==> run_1/wires.png <==
Only two layers are drawn.
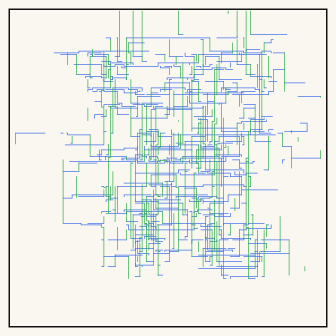
==> run_1/flops_by_reg.png <==
Scale bar: 20 um. Other sequential cells in the stronger gray, the rest of the logic in the fainter gray.
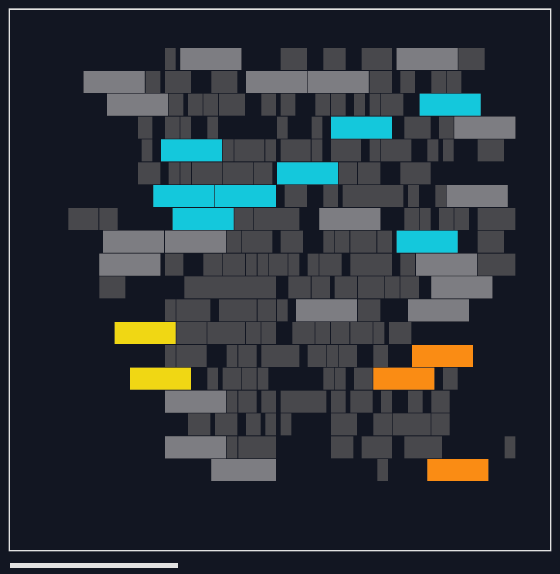
==> run_1/detail.png <==
Region (0, 24) to (40, 64) um. Cells in gray, sequential cells in the stronger gray; small squares are vias.
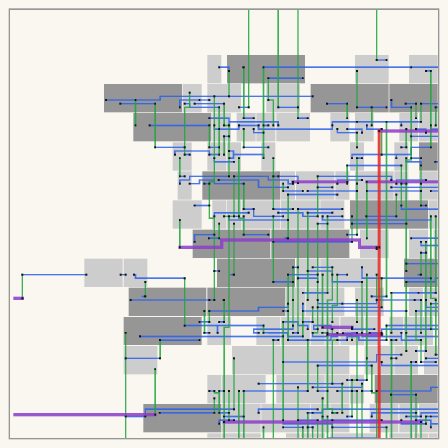
## src/rtl/uart_rx_deserializer_if.sv

```systemverilog
// uart_rx_deserializer_if
//   Parallel output bundle of the UART receiver.
//   master : driven by uart_rx_deserializer
//   slave  : consumed by downstream logic
//   p_data      last good byte, held until the next good frame
//   data_valid  1-cycle strobe, p_data just updated
//   framing_err 1-cycle strobe, stop bit sampled low
//   parity_err  1-cycle strobe, parity mismatch
//   busy        receiver is inside a frame
interface uart_rx_deserializer_if #(
  parameter int DATA_WIDTH = 8
);
  logic [DATA_WIDTH-1:0] p_data;
  logic                  data_valid;
  logic                  framing_err;
  logic                  parity_err;
  logic                  busy;

  modport master (
    output p_data, data_valid, framing_err, parity_err, busy
  );

  modport slave (
    input p_data, data_valid, framing_err, parity_err, busy
  );
endinterface

```

## src/rtl/uart_rx_deserializer.sv

```systemverilog
// uart_rx_deserializer
//   Receive side of the UART link. Runs on the oversample clock, rebuilds
//   frames of start(0), DATA_WIDTH data bits MSB first, optional parity,
//   one stop(1), and presents them as a parallel byte with a valid strobe.
//   Optional feature macro: UART_RX_PARITY_EN (adds the parity bit/state).
// Ports
//   clk     in  oversample clock, rising edge
//   rst     in  synchronous reset, active low
//   rx_in   in  serial line, idle high, asynchronous to clk
//   rx_bus  master modport: p_data, data_valid, framing_err, parity_err, busy
//
// state  | meaning
// IDLE   | line idle, waiting for rx_s low
// START  | qualifying start bit, glitch returns to IDLE
// DATA   | sampling data bits, MSB first
// PARITY | sampling parity bit (UART_RX_PARITY_EN only)
// STOP   | stop bit decided half a bit early so the next start edge is caught
// BREAK  | stop bit was low, wait for line high before re-arming
module uart_rx_deserializer #(
  parameter int OVERSAMPLE = 8,
  parameter int DATA_WIDTH = 8,
  parameter int PARITY_ODD = 0
) (
  input  logic                   clk,
  input  logic                   rst,
  input  logic                   rx_in,
  uart_rx_deserializer_if.master rx_bus
);

  localparam int TW = $clog2(OVERSAMPLE);
  localparam int BW = (DATA_WIDTH > 1) ? $clog2(DATA_WIDTH) : 1;

  localparam logic [TW-1:0] T_S0   = TW'(OVERSAMPLE / 2 - 1);
  localparam logic [TW-1:0] T_S1   = TW'(OVERSAMPLE / 2);
  localparam logic [TW-1:0] T_S2   = TW'(OVERSAMPLE / 2 + 1);
  localparam logic [TW-1:0] T_LAST = TW'(OVERSAMPLE - 1);
  localparam logic [BW-1:0] B_LAST = BW'(DATA_WIDTH - 1);

  typedef enum logic [2:0] {
    IDLE, START, DATA, PARITY, STOP, BREAK
  } state_t;

  state_t                state;
  logic                  rx_m, rx_s;
  logic [TW-1:0]         tick_cnt;
  logic [BW-1:0]         bit_cnt;
  logic [1:0]            samp;
  logic [DATA_WIDTH-1:0] shift_reg;
  logic [DATA_WIDTH-1:0] p_data_q;
  logic                  data_valid_q, framing_err_q, parity_err_q, busy_q;
  logic                  maj;
  logic                  par_fault_now;

  // Two samples are stored, the third is the live rx_s at tick OVERSAMPLE/2+1,
  // so the vote is ready exactly on the decision tick.
  always_comb begin
    maj = (samp[0] & samp[1]) | (samp[0] & rx_s) | (samp[1] & rx_s);
  end

`ifdef UART_RX_PARITY_EN
  logic par_fault;
  assign par_fault_now = par_fault;
`else
  logic unused_cfg;
  assign unused_cfg    = PARITY_ODD[0];
  assign par_fault_now = 1'b0;
`endif

  always_ff @(posedge clk) begin
    if (!rst) begin
      state         <= IDLE;
      rx_m          <= 1'b1;
      rx_s          <= 1'b1;
      tick_cnt      <= '0;
      bit_cnt       <= '0;
      samp          <= '0;
      shift_reg     <= '0;
      p_data_q      <= '0;
      data_valid_q  <= 1'b0;
      framing_err_q <= 1'b0;
      parity_err_q  <= 1'b0;
      busy_q        <= 1'b0;
`ifdef UART_RX_PARITY_EN
      par_fault     <= 1'b0;
`endif
    end else begin
      rx_m          <= rx_in;
      rx_s          <= rx_m;
      data_valid_q  <= 1'b0;
      framing_err_q <= 1'b0;
      parity_err_q  <= 1'b0;

      if (state inside {START, DATA, PARITY, STOP}) begin
        tick_cnt <= (tick_cnt == T_LAST) ? '0 : tick_cnt + 1'b1;
        if (tick_cnt == T_S0) samp[0] <= rx_s;
        if (tick_cnt == T_S1) samp[1] <= rx_s;
      end

      case (state)
        IDLE: begin
          if (!rx_s) begin
            state    <= START;
            tick_cnt <= '0;
            bit_cnt  <= '0;
            busy_q   <= 1'b1;
`ifdef UART_RX_PARITY_EN
            par_fault <= 1'b0;
`endif
          end
        end

        START: begin
          if (tick_cnt == T_S2 && maj) begin
            state  <= IDLE;
            busy_q <= 1'b0;
          end else if (tick_cnt == T_LAST) begin
            state <= DATA;
          end
        end

        DATA: begin
          if (tick_cnt == T_S2) shift_reg <= {shift_reg[DATA_WIDTH-2:0], maj};
          if (tick_cnt == T_LAST) begin
            if (bit_cnt == B_LAST) begin
`ifdef UART_RX_PARITY_EN
              state <= PARITY;
`else
              state <= STOP;
`endif
            end else begin
              bit_cnt <= bit_cnt + 1'b1;
            end
          end
        end

`ifdef UART_RX_PARITY_EN
        PARITY: begin
          if (tick_cnt == T_S2) par_fault <= (maj != (^shift_reg ^ PARITY_ODD[0]));
          if (tick_cnt == T_LAST) state <= STOP;
        end
`endif

        STOP: begin
          if (tick_cnt == T_S2) begin
            if (maj) begin
              if (par_fault_now) begin
                parity_err_q <= 1'b1;
              end else begin
                p_data_q     <= shift_reg;
                data_valid_q <= 1'b1;
              end
              state  <= IDLE;
              busy_q <= 1'b0;
            end else begin
              framing_err_q <= 1'b1;
              state         <= BREAK;
            end
          end
        end

        BREAK: begin
          if (rx_s) begin
            state  <= IDLE;
            busy_q <= 1'b0;
          end
        end

        default: begin
          state  <= IDLE;
          busy_q <= 1'b0;
        end
      endcase
    end
  end

  assign rx_bus.p_data      = p_data_q;
  assign rx_bus.data_valid  = data_valid_q;
  assign rx_bus.framing_err = framing_err_q;
  assign rx_bus.parity_err  = parity_err_q;
  assign rx_bus.busy        = busy_q;

endmodule

```

## src/flat_wrapper.sv

```systemverilog
// flat-port wrapper written by rule: the top's interface ports become plain ports
module uart_rx_deserializer_flat 
#(
  parameter int OVERSAMPLE = 8,
  parameter int DATA_WIDTH = 8,
  parameter int PARITY_ODD = 0
)
  (clk, rst, rx_in, rx_bus_p_data, rx_bus_data_valid, rx_bus_framing_err, rx_bus_parity_err, rx_bus_busy);
  uart_rx_deserializer_if #(.DATA_WIDTH(DATA_WIDTH)) rx_bus_i ();
  input  logic clk;
  input  logic rst;
  input  logic rx_in;
  output wire logic [$bits(rx_bus_i.p_data)-1:0] rx_bus_p_data;
  output wire logic [$bits(rx_bus_i.data_valid)-1:0] rx_bus_data_valid;
  output wire logic [$bits(rx_bus_i.framing_err)-1:0] rx_bus_framing_err;
  output wire logic [$bits(rx_bus_i.parity_err)-1:0] rx_bus_parity_err;
  output wire logic [$bits(rx_bus_i.busy)-1:0] rx_bus_busy;
  assign rx_bus_p_data = rx_bus_i.p_data;
  assign rx_bus_data_valid = rx_bus_i.data_valid;
  assign rx_bus_framing_err = rx_bus_i.framing_err;
  assign rx_bus_parity_err = rx_bus_i.parity_err;
  assign rx_bus_busy = rx_bus_i.busy;
  uart_rx_deserializer #(.OVERSAMPLE(OVERSAMPLE), .DATA_WIDTH(DATA_WIDTH), .PARITY_ODD(PARITY_ODD)) u_core (.clk(clk), .rst(rst), .rx_in(rx_in), .rx_bus(rx_bus_i));
endmodule
```

## config.mk

```make
export PLATFORM = sky130hd
export DESIGN_NAME = uart_rx_deserializer_flat
export DESIGN_NICKNAME = d
export VERILOG_FILES = /design/src/rtl/uart_rx_deserializer_if.sv /design/src/rtl/uart_rx_deserializer.sv /design/src/flat_wrapper.sv
export SDC_FILE = /design/constraint.sdc
export NUM_CORES = 1
export LEC_CHECK = 0
export CAP_MARGIN = 20
export CORE_MARGIN = 4
export CORE_UTILIZATION = 45
export DETAILED_ROUTE_END_ITERATION = 12
export PLACE_DENSITY = 0.78
export REMOVE_ABC_BUFFERS = 1
export SLEW_MARGIN = 20
export SYNTH_ARGS = -nofsm -noshare
export SYNTH_HDL_FRONTEND = slang
export SYNTH_SLANG_ARGS = --single-unit
```

## constraint.sdc

```tcl
create_clock -name clk -period 1.6 [get_ports clk]
set_input_delay 0.32 -clock clk [delete_from_list [all_inputs] [get_ports clk]]
set_output_delay 0.32 -clock clk [all_outputs]
set_load 0.02 [all_outputs]
```

==> changes_impl.md, run 1 <==
## Implementation

* Die Width at 64.3 um
* GR Layer Usage met3 at 4.92%
* Hold-fix buffers, CTS at 0
* Post-synth ARST share at 0%
* Top Layout Cells: 31 x dfxtp_1, 22 x nor2_1, 13 x nand3_1
* R2R depth at 6
* DR WL met2 at 1220 um
* Routability Congestion at 0.883
* CTS tree: yes
* HPWL after DPL at 1940 um
* DR top layer: met4
* Syn-to-layout area delta at 20.8%
* Yosys stat chip area at 0.00143 sq mm
* Synthesized instance count at 161
* Routed via count at 1166
* CP Launch Type: register
* Slew Limit Fails at 0
* Min-Delay Path Class: register to register
* Leakage at 0.750 nW
* Number of non-clock buffers at 23
* R2R Path End: u_core.bit_cnt[0]$_SDFFE_PN0P_
* Count of non-CTS inverters in the layout at 7
* Flops at 32
* Met3 Wirelength at 131 um
* Smallest setup slack after layout at 85.3 ps
* CP startpoint: u_core.tick_cnt[0]$_SDFF_PN0_
* Final setup viols at 0
* P_comb at 0.000285 W
* Ys flops at 32
* Post-CTS Setup Bufs at 0
* WP buf/inv at 0
* Synth warn at 0
* CTS sink count at 32
* Mux contribution to synthesized area at 7.71%
* Met2 Use GR at 23.8%
* WHS at 417 ps
* Outcome: finished, final reports clean
* CTS H-tree depth at 2
* Max stage delay on crit path at 370 ps
* Clock buffer count in the final layout at 6
* Simple share at 25.2%
* Total power at 0.00176 W
* Largest net degree at the start of global routing at 18
* Maxcap violations at 0
* Busiest grt layer: met2
* Via-to-Cell Ratio at 5.11
* Hold path cells at 1
* CTS Root Cell: clkbuf_4
* Crit path to: u_core.bit_cnt[0]$_SDFFE_PN0P_
* Total CTS buffers at 5
* Share of layout cells above drive strength 1 at 12.5%
* Peak VDD IR at 407 uV
* Area after DPL at 0.00164 sq mm
* Yosys cell count at 161
* Avg Cell Area, Syn at 8.87 sq um
* Comb area leader: simple AND/OR/NAND/NOR gates
* Top power group: sequential cells
* N_diodes at 0
* Combinational power share at 16.2%
* EDFF count, synth at 0
* Critical path arrival at 1750 ps
* Fillers at 268
* Critical path depth at 6
* Layout non-clock buf frac at 11.5%
* Main area contributors: dfxtp_1 45%, mux2i_1 7.7%, ha_1 6.1%
* Antenna Violating Nets Remaining at 0
* Top cell type by total area after synthesis: dfxtp_1
* Clock share of power at 34.0%
* Number of DRC markers in iteration 0 at 55
* Cell variety after synth at 33
* Data required, critical path at 1830 ps
* Final routed DRC violation total at 0
* Top cell excl fill/tap: dfxtp_1
* Clock buffer depth at 2
* DR pass1 iterations at 4
* Layout Cells excl Fill at 228
* Commonest flop: dfxtp_1
* Switching share of power at 27.8%
* Placed cells at 220
* FMAX at 660 MHz
* Fin area at 0.00172 sq mm
* IO Pins at 15
* Hold Path Origin: u_core.rx_m$_SDFF_PN1_
* Initial antenna violation count at 0
* Fa+ha+maj area frac at 6.92%
* Clock Power at 0.000600 W
* Worst hold endpoint: u_core.rx_s$_SDFF_PN1_
* Clock Pin Slew Worst Setup and Hold Paths at 90 ps
* Chip area at 0.00414 sq mm
* P per Cell Area at 1020 mW/mm^2
* # rows at 20
* Insertion Delay late pin at 340 ps
* Post-CTS Resized at 9
* Top-count cell post-synth: dfxtp_1
* OpenROAD warnings at 29
* GRT Residual Overflow at 0
* Worst-path fanout max at 5
* Nets@finish at 193
* CP Cell Sequence: ha_1, ha_2, and3b_1, o21a_1, mux2i_1, nor2_1
* RSZ-0062 raised after global routing: yes
* Crit path max-delay family: adder cells
* Vias in the first global route at 1068
* Logic area at 726 sq um
* Worst r2r src: u_core.tick_cnt[0]$_SDFF_PN0_
* Comb_multi_in at 114
* Final Critical Period at 1510 ps
* Net Sw Power at 0.000490 W
* Die Ht at 64.3 um
* Clock Skews at 10.5 ps
* Area share, top type at 44.9%
* Core Footprint at 0.00305 sq mm
* Logic share of the area at 42.1%
* Fin crit share at 94.7%
* Setup WS pre-CTS at 39.7 ps
* FP Core Util at 46.8%
* Mapped Area at 0.00143 sq mm
* Slowest cell on crit path: dfxtp_2
* Top cell category: combinational gates
* Commonest cells in the netlist: 32 x dfxtp_1, 22 x nor2_1, 13 x nand3_1, 11 x mux2i_1
* Int Pwr at 0.00127 W
* Final hold vios at 0
* Port bufs at 13
* Met1 WL at 1250 um
* Tap cells at 44
* Aoi share at 10.2%
* CP Capture Type: register
* WS Path Type: register to register
* R2r setup slk at 90 ps
* First-pass GRT wire length at 4550 um
* Sequential fraction of the synthesis area at 44.9%
* Setup_tns at 0 ps
* Seq pwr share at 49.8%
* ClkCell Share at 4.43%
* Xor and xnor area share after synthesis at 0%
## Picture notes: wires.png
- blue: metal 1 (wire length 1250 um)
- green: metal 2 (wire length 1220 um)
final WL: 2650 um
drt wl/cell: 11.6 um
global-route usage over all layers: 14.0%

## Picture notes: flops_by_reg.png
- yellow: u_core.samp (sequential cells 2)
- orange: u_core.bit_cnt (sequential cells 3)
- cyan: u_core.shift_reg (sequential cells 8)
Reg area: 642 sq um
flop share of the area: 37.2%
Seq power: 0.000879 W
utilization after layout: 56.5%

## Picture notes: detail.png
- blue: metal 1
- green: metal 2
- red: metal 4
- purple: metal 3
- most frequent: dfxtp_1 (15), nor2_1 (8), nand3_1 (8)
- cells with their middle in the window: 83
- netlist names of flops here include: u_core.rx_bus.p_data (5), u_core.shift_reg (5)
- sequential cells in the window: 15

==> run 2: changes to the inputs <==
--- a/config.mk
+++ b/config.mk
@@ -9,6 +9,7 @@
 export CORE_MARGIN = 4
 export CORE_UTILIZATION = 45
 export DETAILED_ROUTE_END_ITERATION = 12
+export MAX_ROUTING_LAYER = met4
 export PLACE_DENSITY = 0.78
 export REMOVE_ABC_BUFFERS = 1
 export SLEW_MARGIN = 20
==> run_2/detail.png <==
Region (0, 24) to (40, 64) um. Cells in gray, sequential cells in the stronger gray; small squares are vias.
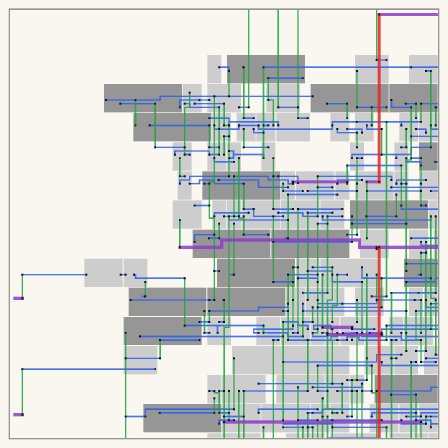
- blue: metal 1
- red: metal 4
- green: metal 2
- purple: metal 3
- netlist names of flops here include: u_core.rx_bus.p_data (5), u_core.shift_reg (5)
- most frequent: dfxtp_1 (15), nor2_1 (8), nand3_1 (8)
- cells with their middle in the window: 83
- sequential cells in the window: 15

==> changes_impl.md, run 2 <==
## Implementation

* Synth warn at 0
* Maxcap violations at 0
* R2R Path End: u_core.bit_cnt[0]$_SDFFE_PN0P_
* Leakage at 0.750 nW
* Via-to-Cell Ratio at 5.12
* Clock Pin Slew Worst Setup and Hold Paths at 90 ps
* Count of non-CTS inverters in the layout at 7
* Clock share of power at 34.0%
* Commonest flop: dfxtp_1
* Largest net degree at the start of global routing at 18
* Syn-to-layout area delta at 20.8%
* Met1 WL at 1270 um
* Fillers at 268
* Hold-fix buffers, CTS at 0
* RSZ-0062 raised after global routing: yes
* Share of layout cells above drive strength 1 at 12.5%
* Post-CTS Resized at 9
* Hold Path Origin: u_core.rx_m$_SDFF_PN1_
* Net Sw Power at 0.000490 W
* Die Width at 64.3 um
* Comb_multi_in at 114
* Post-synth ARST share at 0%
* Top cell category: combinational gates
* Core Footprint at 0.00305 sq mm
* First-pass GRT wire length at 4550 um
* Worst hold endpoint: u_core.rx_s$_SDFF_PN1_
* ClkCell Share at 4.43%
* Final setup viols at 0
* Main area contributors: dfxtp_1 45%, mux2i_1 7.7%, ha_1 6.1%
* CTS tree: yes
* Yosys stat chip area at 0.00143 sq mm
* Critical path arrival at 1750 ps
* DR top layer: met4
* Antenna Violating Nets Remaining at 0
* HPWL after DPL at 1940 um
* Clock buffer depth at 2
* Slowest cell on crit path: dfxtp_2
* FMAX at 660 MHz
* Simple share at 25.2%
* Min-Delay Path Class: register to register
* Area share, top type at 44.9%
* Layout Cells excl Fill at 228
* Worst r2r src: u_core.tick_cnt[0]$_SDFF_PN0_
* Met2 Use GR at 23.8%
* Number of DRC markers in iteration 0 at 57
* Clock Skews at 10.5 ps
* Outcome: finished, final reports clean
* Synthesized instance count at 161
* Xor and xnor area share after synthesis at 0%
* GRT Residual Overflow at 0
* Seq power at 0.000879 W
* Utilization after layout at 56.5%
* CTS sink count at 32
* Layout non-clock buf frac at 11.5%
* Final routed DRC violation total at 0
* Top Layout Cells: 31 x dfxtp_1, 22 x nor2_1, 13 x nand3_1
* Max stage delay on crit path at 370 ps
* Drt wl/cell at 11.6 um
* Peak VDD IR at 407 uV
* FP Core Util at 46.8%
* Aoi share at 10.2%
* Seq pwr share at 49.8%
* Worst-path fanout max at 5
* Cell variety after synth at 33
* Placed cells at 220
* Final Critical Period at 1510 ps
* Insertion Delay late pin at 340 ps
* # rows at 20
* Post-CTS Setup Bufs at 0
* Mapped Area at 0.00143 sq mm
* Setup_tns at 0 ps
* IO Pins at 15
* Vias in the first global route at 1068
* Mux contribution to synthesized area at 7.71%
* Number of non-clock buffers at 23
* Reg area at 642 sq um
* Top cell type by total area after synthesis: dfxtp_1
* Hold path cells at 1
* Data required, critical path at 1830 ps
* Slew Limit Fails at 0
* Combinational power share at 16.2%
* Logic share of the area at 42.1%
* Setup WS pre-CTS at 39.7 ps
* WHS at 417 ps
* Comb area leader: simple AND/OR/NAND/NOR gates
* P per Cell Area at 1020 mW/mm^2
* Final hold vios at 0
* Initial antenna violation count at 0
* Area after DPL at 0.00164 sq mm
* Die Ht at 64.3 um
* Flops at 32
* Global-route usage over all layers at 14.4%
* Critical path depth at 6
* Met3 Wirelength at 118 um
* DR WL met2 at 1220 um
* Port bufs at 13
* CP Launch Type: register
* Sequential fraction of the synthesis area at 44.9%
==> run_2/wires.png <==
Only two layers are drawn.
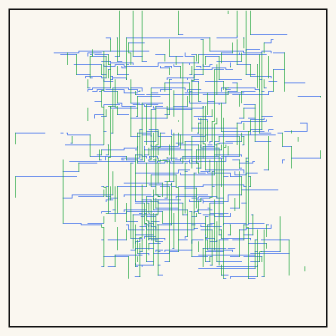

==> run 3: changes to the inputs <==
--- a/config.mk
+++ b/config.mk
@@ -7,10 +7,10 @@
 export LEC_CHECK = 0
 export CAP_MARGIN = 20
 export CORE_MARGIN = 4
-export CORE_UTILIZATION = 45
+export CORE_UTILIZATION = 35
 export DETAILED_ROUTE_END_ITERATION = 12
 export MAX_ROUTING_LAYER = met4
-export PLACE_DENSITY = 0.78
+export PLACE_DENSITY = 0.66
 export REMOVE_ABC_BUFFERS = 1
 export SLEW_MARGIN = 20
 export SYNTH_ARGS = -nofsm -noshare
==> run_3/wires.png <==
Only two layers are drawn.
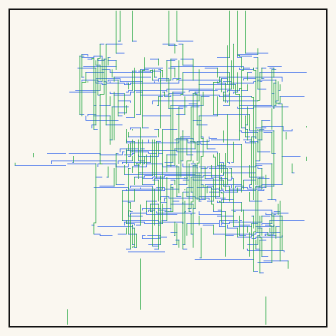
- blue: metal 1 (wire length 1340 um)
- green: metal 2 (wire length 1510 um)
drt wl/cell: 13.0 um
final WL: 3020 um
global-route usage over all layers: 13.7%
routed via count: 1214

==> changes_impl.md, run 3 <==
## Implementation

* Yosys stat chip area at 0.00143 sq mm
* Utilization after layout at 46.6%
* Slowest cell on crit path: clkdlybuf4s50_1
* CP Cell Sequence: clkdlybuf4s50_1
* DR top layer: met4
* # rows at 22
* Share of layout cells above drive strength 1 at 12.4%
* Seq power at 0.000883 W
* Setup WS pre-CTS at 80.8 ps
* Vias in the first global route at 1272
* Logic share of the area at 40.8%
* Min-Delay Path Class: register to register
* Initial antenna violation count at 0
* OpenROAD warnings at 28
* DR WL met2 at 1510 um
* Via-to-Cell Ratio at 5.21
* R2R Path End: u_core.state[0]$_SDFFE_PN0P_
* FMAX at 644 MHz
* Top cell category: combinational gates
* Total power at 0.00192 W
* FP Core Util at 37.6%
* Seq pwr share at 45.9%
* Flop share of the area at 36.2%
* Mapped Area at 0.00143 sq mm
* CTS sink count at 32
* Routability Congestion at 0.865
* Setup_tns at 0 ps
* First-pass GRT wire length at 5430 um
* Data required, critical path at 1280 ps
* Aoi share at 10.2%
* Worst r2r src: u_core.rx_s$_SDFF_PN1_
* Flops at 32
* Post-CTS Resized at 0
* Area share, top type at 44.9%
* Fin crit share at 97.0%
* Slew Limit Fails at 0
* Count of non-CTS inverters in the layout at 7
* Clock buffer depth at 2
* Synth warn at 0
* RSZ-0062 raised after global routing: no
* P_comb at 0.000284 W
* Met2 Use GR at 22.1%
* Critical path arrival at 1230 ps
* WP buf/inv at 1
* Sequential fraction of the synthesis area at 44.9%
* Hold Path Origin: u_core.rx_m$_SDFF_PN1_
* CP Capture Type: primary output
* CP startpoint: u_core.rx_bus.p_data[7]$_SDFFE_PN0P_
* WS Path Type: register to primary output
* Max stage delay on crit path at 610 ps
* Clock Skews at 5.22 ps
* CTS H-tree depth at 2
* N_diodes at 0
* Final hold vios at 0
* Layout non-clock buf frac at 12.0%
* Peak VDD IR at 457 uV
* CP Launch Type: register
* Top cell excl fill/tap: dfxtp_1
* GR Layer Usage met3 at 3.37%
* Clock share of power at 39.3%
* Insertion Delay late pin at 280 ps
* GRT Residual Overflow at 0
* Logic area at 723 sq um
* Core Footprint at 0.00380 sq mm
* Leakage at 0.690 nW
* CTS Root Cell: clkbuf_8
* Fillers at 367
* Clock Power at 0.000755 W
* Commonest cells in the netlist: 32 x dfxtp_1, 22 x nor2_1, 13 x nand3_1, 11 x mux2i_1
* ClkCell Share at 6.07%
* Net Sw Power at 0.000513 W
* Fa+ha+maj area frac at 6.92%
* Outcome: finished, final reports clean
* Clock Pin Slew Worst Setup and Hold Paths at 70 ps
* Xor and xnor area share after synthesis at 0%
* Total CTS buffers at 5
* Post-synth ARST share at 0%
* Die Ht at 71.9 um
* Simple share at 25.2%
* Final routed DRC violation total at 0
* IO Pins at 15
* R2R depth at 4
* Chip area at 0.00516 sq mm
* Combinational power share at 14.8%
* Critical path depth at 1
* Worst-path fanout max at 2
* R2r setup slk at 60 ps
* Antenna Violating Nets Remaining at 0
* Main area contributors: dfxtp_1 45%, mux2i_1 7.7%, ha_1 6.1%
* Fin area at 0.00177 sq mm
* Avg Cell Area, Syn at 8.87 sq um
* HPWL after DPL at 2140 um
* Mux contribution to synthesized area at 7.71%
* Switching share of power at 26.7%
* Top power group: sequential cells
* Comb_multi_in at 114
* CTS tree: yes
* Number of DRC markers in iteration 0 at 122
* Placed cells at 225
* Port bufs at 13
* Hold-fix buffers, CTS at 0
* EDFF count, synth at 0
* P per Cell Area at 1080 mW/mm^2
* Clock buffer count in the final layout at 6
* Smallest setup slack after layout at 47.5 ps
* Area after DPL at 0.00166 sq mm
* Post-CTS Setup Bufs at 0
* Top-count cell post-synth: dfxtp_1
* Number of non-clock buffers at 24
* Met1 global-route usage at 15.4%
* Top Layout Cells: 31 x dfxtp_1, 22 x nor2_1, 13 x nand3_1, 13 x clkdlybuf4s50_1
* Largest net degree at the start of global routing at 22
* DR pass1 iterations at 4
* Die Width at 71.9 um
* Crit path max-delay family: buffers and inverters
* Int Pwr at 0.00141 W
* Met1 WL at 1340 um
* Final setup viols at 0
* Syn-to-layout area delta at 24.1%
* Busiest grt layer: met2
* WHS at 405 ps
* Layout Cells excl Fill at 233
* Final Critical Period at 1550 ps
* Ys flops at 32

## Gallery

Nets reached from selected ports.
Scale bar: 20 um.
panel A
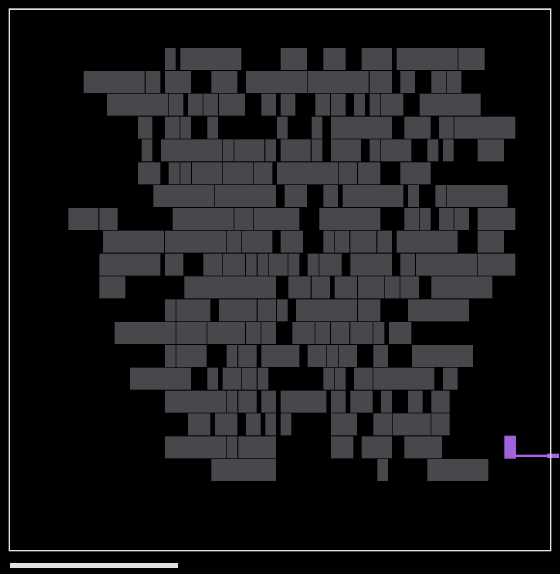
panel B
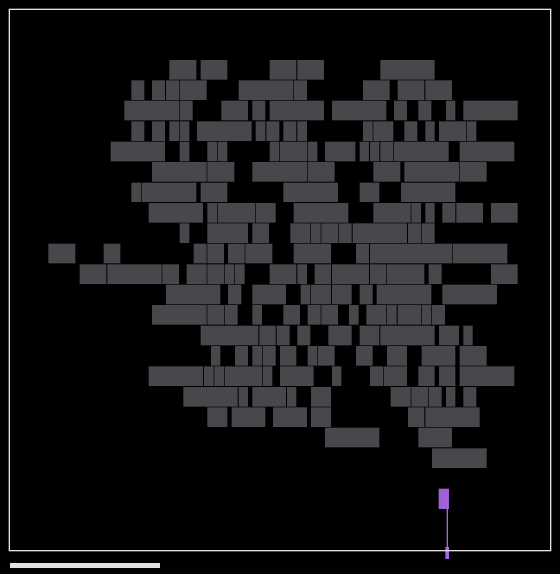
| from | picture |
|---|---|
| run 1 | panel A |
| run 3 | panel B |
- largest die: panel B

Power is estimated from default activity; no workload was simulated.
